<file path="src/rtl/lcd_draw_scheduler_if.sv">
`default_nettype none
// ============================================================================
// Module : lcd_draw_scheduler_if
// Desc   : Job handshake bundle for the two cell-draw requesters.
// Rev    : 1.0
// ============================================================================
interface lcd_draw_scheduler_if;
  logic       req0_valid;
  logic [5:0] req0_pos;
  logic [1:0] req0_img;
  logic       req0_ready;
  logic       req1_valid;
  logic [5:0] req1_pos;
  logic [1:0] req1_img;
  logic       req1_ready;

  modport master (
    output req0_valid, req0_pos, req0_img,
    output req1_valid, req1_pos, req1_img,
    input  req0_ready, req1_ready
  );

  modport slave (
    input  req0_valid, req0_pos, req0_img,
    input  req1_valid, req1_pos, req1_img,
    output req0_ready, req1_ready
  );
endinterface
`default_nettype wire

</file>
<file path="src/rtl/lcd_draw_scheduler.sv">
`default_nettype none
// ============================================================================
// Module : lcd_draw_scheduler
// Desc   : Round-robin job arbiter, job FIFO and LCD init/clear/draw sequencer.
// Rev    : 1.0
// ============================================================================
module lcd_draw_scheduler #(
  parameter int FIFO_DEPTH = 4
) (
  input  logic                 LCD_CLK,
  input  logic                 RESETN,
  lcd_draw_scheduler_if.slave  req,
  output logic [7:0]           LCD_DATA,
  output logic                 LCD_DI,
  output logic                 LCD_RW,
  output logic                 LCD_ENABLE,
  output logic                 LCD_CS1,
  output logic                 LCD_CS2,
  output logic                 LCD_RSTN,
  output logic                 init_done,
  output logic                 busy
);

  localparam int PW = $clog2(FIFO_DEPTH);
  localparam int CW = $clog2(FIFO_DEPTH + 1);
  localparam logic [CW-1:0] c_FULL = CW'(FIFO_DEPTH);

  typedef enum logic [3:0] {
    S_INIT      = 4'd0,
    S_STARTLINE = 4'd1,
    S_CLR_PAGE  = 4'd2,
    S_CLR_COL   = 4'd3,
    S_CLR_DATA  = 4'd4,
    S_IDLE      = 4'd5,
    S_PAGE      = 4'd6,
    S_COL       = 4'd7,
    S_DATA      = 4'd8
  } state_t;

  state_t         state_q;
  logic [7:0]     data_q;
  logic           di_q;
  logic           en_q;
  logic           init_done_q;
  logic [2:0]     clr_page_q;
  logic [5:0]     clr_col_q;
  logic [2:0]     byte_idx_q;
  logic [5:0]     job_pos_q;
  logic [1:0]     job_img_q;

  logic [7:0]     fifo_mem_q [FIFO_DEPTH];
  logic [PW-1:0]  wr_ptr_q;
  logic [PW-1:0]  rd_ptr_q;
  logic [CW-1:0]  count_q;
  logic           last_q;

  logic           can_push_w;
  logic           grant0_w;
  logic           grant1_w;
  logic           push_w;
  logic           pop_w;
  logic [7:0]     push_data_w;

  // Byte 0 of each image sits in the most significant byte of its row.
  function automatic logic [7:0] pattern_byte(input logic [1:0] img, input logic [2:0] idx);
    logic [63:0] row;
    case (img)
      2'd0:    row = 64'h0000000000000000;
      2'd1:    row = 64'h00187EFFFF7E1800;
      2'd2:    row = 64'h00187EC3C37E1800;
      default: row = 64'h0000183C3C180000;
    endcase
    return row[{~idx, 3'b000} +: 8];
  endfunction

  // Ready uses the registered count only, so a full FIFO refuses a push even on a pop cycle.
  assign can_push_w  = init_done_q && (count_q != c_FULL);
  assign grant0_w    = can_push_w && req.req0_valid && (!req.req1_valid || last_q);
  assign grant1_w    = can_push_w && req.req1_valid && (!req.req0_valid || !last_q);
  assign push_w      = grant0_w || grant1_w;
  assign pop_w       = (state_q == S_IDLE) && (count_q != '0);
  assign push_data_w = grant1_w ? {req.req1_img, req.req1_pos}
                                : {req.req0_img, req.req0_pos};

  assign req.req0_ready = grant0_w;
  assign req.req1_ready = grant1_w;

  always_ff @(posedge LCD_CLK or negedge RESETN) begin
    if (!RESETN) begin
      wr_ptr_q <= '0;
      rd_ptr_q <= '0;
      count_q  <= '0;
      last_q   <= 1'b1;
    end else begin
      if (push_w) begin
        wr_ptr_q <= wr_ptr_q + PW'(1);
        last_q   <= grant1_w;
      end
      if (pop_w) begin
        rd_ptr_q <= rd_ptr_q + PW'(1);
      end
      if (push_w && !pop_w) begin
        count_q <= count_q + CW'(1);
      end else if (!push_w && pop_w) begin
        count_q <= count_q - CW'(1);
      end
    end
  end

  always_ff @(posedge LCD_CLK) begin
    if (push_w) begin
      fifo_mem_q[wr_ptr_q] <= push_data_w;
    end
  end

  always_ff @(posedge LCD_CLK or negedge RESETN) begin
    if (!RESETN) begin
      state_q     <= S_INIT;
      data_q      <= 8'h00;
      di_q        <= 1'b0;
      en_q        <= 1'b0;
      init_done_q <= 1'b0;
      clr_page_q  <= '0;
      clr_col_q   <= '0;
      byte_idx_q  <= '0;
      job_pos_q   <= '0;
      job_img_q   <= '0;
    end else begin
      case (state_q)
        S_INIT: begin
          data_q  <= 8'h3F;
          di_q    <= 1'b0;
          en_q    <= 1'b1;
          state_q <= S_STARTLINE;
        end
        S_STARTLINE: begin
          data_q     <= 8'hC0;
          di_q       <= 1'b0;
          en_q       <= 1'b1;
          clr_page_q <= '0;
          state_q    <= S_CLR_PAGE;
        end
        S_CLR_PAGE: begin
          data_q  <= {5'b10111, clr_page_q};
          di_q    <= 1'b0;
          en_q    <= 1'b1;
          state_q <= S_CLR_COL;
        end
        S_CLR_COL: begin
          data_q    <= 8'h40;
          di_q      <= 1'b0;
          en_q      <= 1'b1;
          clr_col_q <= '0;
          state_q   <= S_CLR_DATA;
        end
        S_CLR_DATA: begin
          data_q    <= 8'h00;
          di_q      <= 1'b1;
          en_q      <= 1'b1;
          clr_col_q <= clr_col_q + 6'd1;
          if (clr_col_q == 6'd63) begin
            if (clr_page_q == 3'd7) begin
              state_q <= S_IDLE;
            end else begin
              clr_page_q <= clr_page_q + 3'd1;
              state_q    <= S_CLR_PAGE;
            end
          end
        end
        S_IDLE: begin
          en_q        <= 1'b0;
          init_done_q <= 1'b1;
          if (pop_w) begin
            {job_img_q, job_pos_q} <= fifo_mem_q[rd_ptr_q];
            state_q                <= S_PAGE;
          end
        end
        S_PAGE: begin
          data_q  <= {5'b10111, job_pos_q[5:3]};
          di_q    <= 1'b0;
          en_q    <= 1'b1;
          state_q <= S_COL;
        end
        S_COL: begin
          data_q     <= {2'b01, job_pos_q[2:0], 3'b000};
          di_q       <= 1'b0;
          en_q       <= 1'b1;
          byte_idx_q <= '0;
          state_q    <= S_DATA;
        end
        S_DATA: begin
          data_q     <= pattern_byte(job_img_q, byte_idx_q);
          di_q       <= 1'b1;
          en_q       <= 1'b1;
          byte_idx_q <= byte_idx_q + 3'd1;
          if (byte_idx_q == 3'd7) begin
            state_q <= S_IDLE;
          end
        end
        default: begin
          state_q <= S_INIT;
        end
      endcase
    end
  end

  assign LCD_DATA   = data_q;
  assign LCD_DI     = di_q;
  assign LCD_RW     = 1'b0;
  // The LCD latches on the falling edge, so enable is a gated copy of the clock.
  assign LCD_ENABLE = LCD_CLK & en_q;
  assign LCD_CS1    = 1'b1;
  assign LCD_CS2    = 1'b0;
  assign LCD_RSTN   = RESETN;
  assign init_done  = init_done_q;
  assign busy       = (state_q != S_IDLE) || (count_q != '0);

endmodule
`default_nettype wire

</file>
<file path="src/flat_wrapper.sv">
// flat-port wrapper written by rule: the top's interface ports become plain ports
module lcd_draw_scheduler_flat 
#(
  parameter int FIFO_DEPTH = 4
)
  (LCD_CLK, RESETN, LCD_DATA, LCD_DI, LCD_RW, LCD_ENABLE, LCD_CS1, LCD_CS2, LCD_RSTN, init_done, busy, req_req0_valid, req_req0_pos, req_req0_img, req_req1_valid, req_req1_pos, req_req1_img, req_req0_ready, req_req1_ready);
  lcd_draw_scheduler_if req_i ();
  input  logic LCD_CLK;
  input  logic RESETN;
  output logic [7:0] LCD_DATA;
  output logic LCD_DI;
  output logic LCD_RW;
  output logic LCD_ENABLE;
  output logic LCD_CS1;
  output logic LCD_CS2;
  output logic LCD_RSTN;
  output logic init_done;
  output logic busy;
  input wire logic [$bits(req_i.req0_valid)-1:0] req_req0_valid;
  input wire logic [$bits(req_i.req0_pos)-1:0] req_req0_pos;
  input wire logic [$bits(req_i.req0_img)-1:0] req_req0_img;
  input wire logic [$bits(req_i.req1_valid)-1:0] req_req1_valid;
  input wire logic [$bits(req_i.req1_pos)-1:0] req_req1_pos;
  input wire logic [$bits(req_i.req1_img)-1:0] req_req1_img;
  output wire logic [$bits(req_i.req0_ready)-1:0] req_req0_ready;
  output wire logic [$bits(req_i.req1_ready)-1:0] req_req1_ready;
  assign req_i.req0_valid = req_req0_valid;
  assign req_i.req0_pos = req_req0_pos;
  assign req_i.req0_img = req_req0_img;
  assign req_i.req1_valid = req_req1_valid;
  assign req_i.req1_pos = req_req1_pos;
  assign req_i.req1_img = req_req1_img;
  assign req_req0_ready = req_i.req0_ready;
  assign req_req1_ready = req_i.req1_ready;
  lcd_draw_scheduler #(.FIFO_DEPTH(FIFO_DEPTH)) u_core (.LCD_CLK(LCD_CLK), .RESETN(RESETN), .req(req_i), .LCD_DATA(LCD_DATA), .LCD_DI(LCD_DI), .LCD_RW(LCD_RW), .LCD_ENABLE(LCD_ENABLE), .LCD_CS1(LCD_CS1), .LCD_CS2(LCD_CS2), .LCD_RSTN(LCD_RSTN), .init_done(init_done), .busy(busy));
endmodule
</file>
<file path="config.mk">
export PLATFORM = sky130hd
export DESIGN_NAME = lcd_draw_scheduler_flat
export DESIGN_NICKNAME = d
export VERILOG_FILES = /design/src/rtl/lcd_draw_scheduler_if.sv /design/src/rtl/lcd_draw_scheduler.sv /design/src/flat_wrapper.sv
export SDC_FILE = /design/constraint.sdc
export NUM_CORES = 1
export LEC_CHECK = 0
export CAP_MARGIN = 30
export CORE_MARGIN = 4
export CORE_UTILIZATION = 35
export DETAILED_ROUTE_END_ITERATION = 10
export SYNTH_ARGS = -nofsm -noshare
export SYNTH_HDL_FRONTEND = slang
export SYNTH_SLANG_ARGS = --single-unit
</file>
<file path="constraint.sdc">
create_clock -name LCD_CLK -period 2.3 [get_ports LCD_CLK]
set_clock_uncertainty 0.05 [all_clocks]
set_input_delay 0.69 -clock LCD_CLK [delete_from_list [all_inputs] [get_ports LCD_CLK]]
set_output_delay 0.69 -clock LCD_CLK [all_outputs]
set_load 0.03 [all_outputs]
</file>
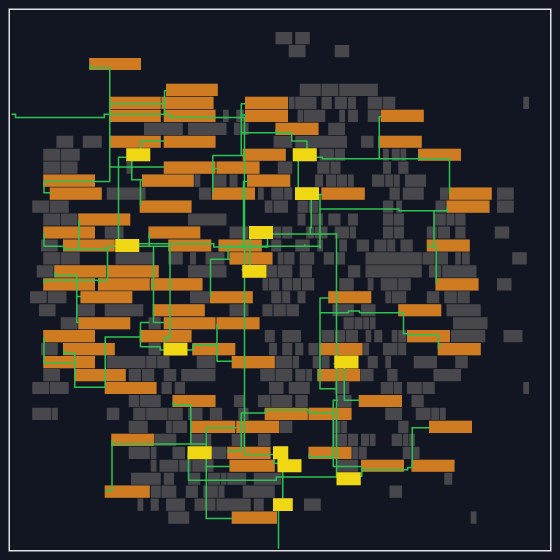
(clock distribution)
legend:
  orange:
    item: flip-flops
    count: 75
  green:
    item: clock wires
    length: 1090 um
  yellow:
    item: clock drivers
    count: 13
routed clock nets: 14

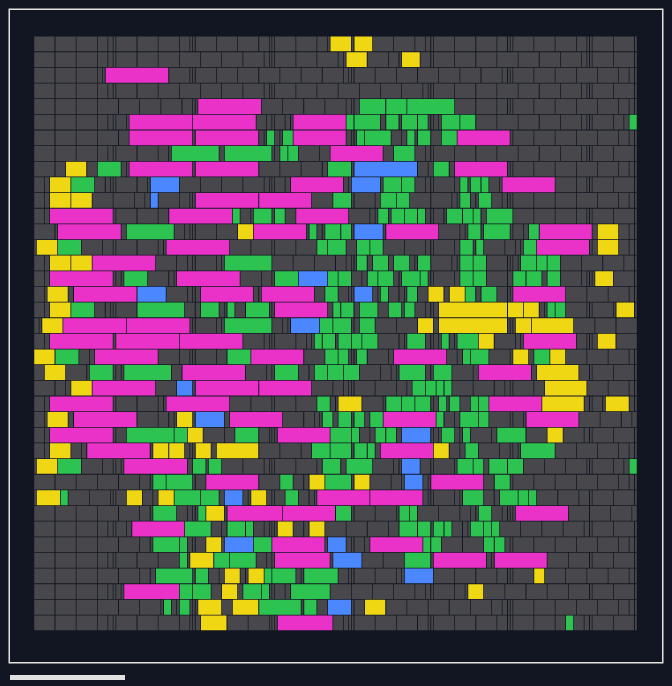
(cells colored by class)
Scale bar: 20 um. Fill, decap, tap and diode cells in gray.
legend:
  blue:
    class: clock drivers and dummy loads
    cells: 20
  magenta:
    class: flops
    cells: 75
  yellow:
    class: other buffers and delay cells
    cells: 71
  green:
    class: combinational and other logic
    cells: 231

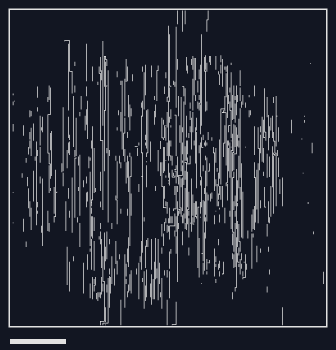
(signal wires on met2)
Scale bar: 20 um.
share of all routed wire: 48%
wire length on this layer: 4060 um

==> results.tsv <==
metric	value	unit
Iter 0 DRT Violations	108	
Via density	5.11	
leading area contributor after synthesis	dfrtp_1	
Logic pwr share	2.7	%
Period Utilization, post-route	102	%
Die Y	113	um
CTS tree	done	
DRT antenna net count	0	
adder share	4.70	%
tool warning count	35	
failing checks	setup timing	
Area leader share	27.1	%
Max VDD drop	298	uV
most common library cells after synthesis	42 x dfrtp_1, 32 x edfxtp_1, 19 x nand2_1, 17 x a21oi_1	
core area	10800	um^2
Chip Area, Yosys	3880	um^2
bufs w/o clock	71	
IO Pins	38	
Max power group	sequential cells	
pin count of the biggest net entering global routing	44	
crit-path max FO	4	
final worst slack	-0.0381	ns
crit path max-delay cell type	dfrtp_2	
P_seq	0.00140	W
initial antenna violation count	0	
antenna cell count	0	
std cell rows	38	
Final setup violation count	1	
Dominant comb cell	simple AND/OR/NAND/NOR gates	
class of the worst hold path	in -> async	
die area	12800	um^2
status	finished with violations	
number of flip-flops under the largest register name	32	
Die Wd	113	um
Sw Ratio	23.5	%
Max stage delay on crit path	0.44	ns
via count	2745	
final RePlAce weighted congestion	0.776	
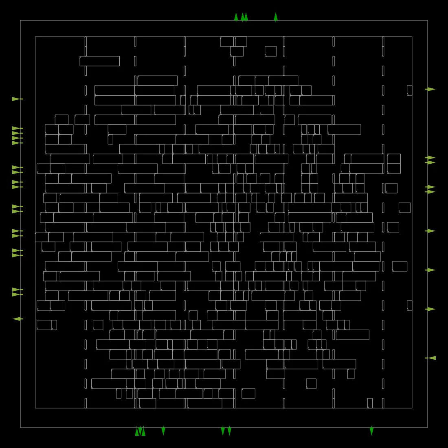
(placed standard cells)
well tap count: 140
Fill cells: 1017

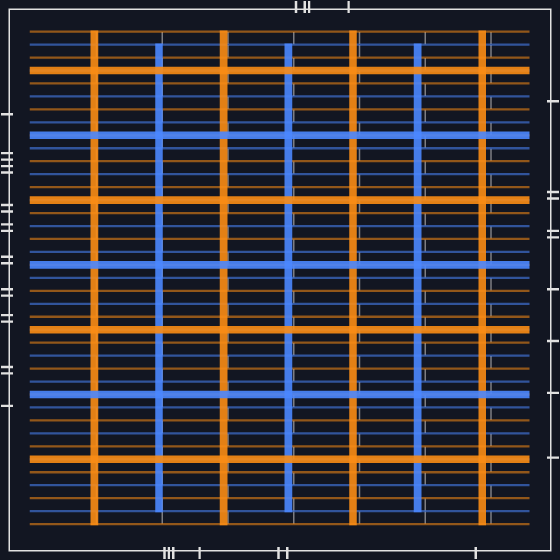
(floorplan with the power grid)
Pins as bars on the die edge. Tap cells in gray.
legend:
  blue:
    net: VDD
  orange:
    net: VSS
met4 straps: 7
tap cells: 140
met5 straps: 7

==> final timing paths <==
check | start | endpoint | slack (ns)
min in group LCD_CLK | u_core.en_q | u_core.en_q | 0.44
hold / removal | RESETN | u_core.clr_col_q[3] | 0.28
hold reg to reg | u_core.en_q | u_core.en_q | 0.44
max in group asynchronous | RESETN | u_core.count_q[2] | 1.50
setup reg to reg | u_core.state_q[3] | u_core.count_q[1] | 0.09
setup / recovery | u_core.count_q[1] | busy | -0.04
==> kinds of logic (layout without fill, tap and decap cells) <==
logic type | Yosys count | in the layout
mux | 27 | 27
flops | 75 | 75
fa+ha+maj | 14 | 14
other cells | 2 | 3
compound gates | 75 | 75
xor+xnor | 8 | 8
simple gates | 93 | 93
buf+inv | 34 | 102
Power figures rest on the tool's default switching activity, not on a simulated workload.
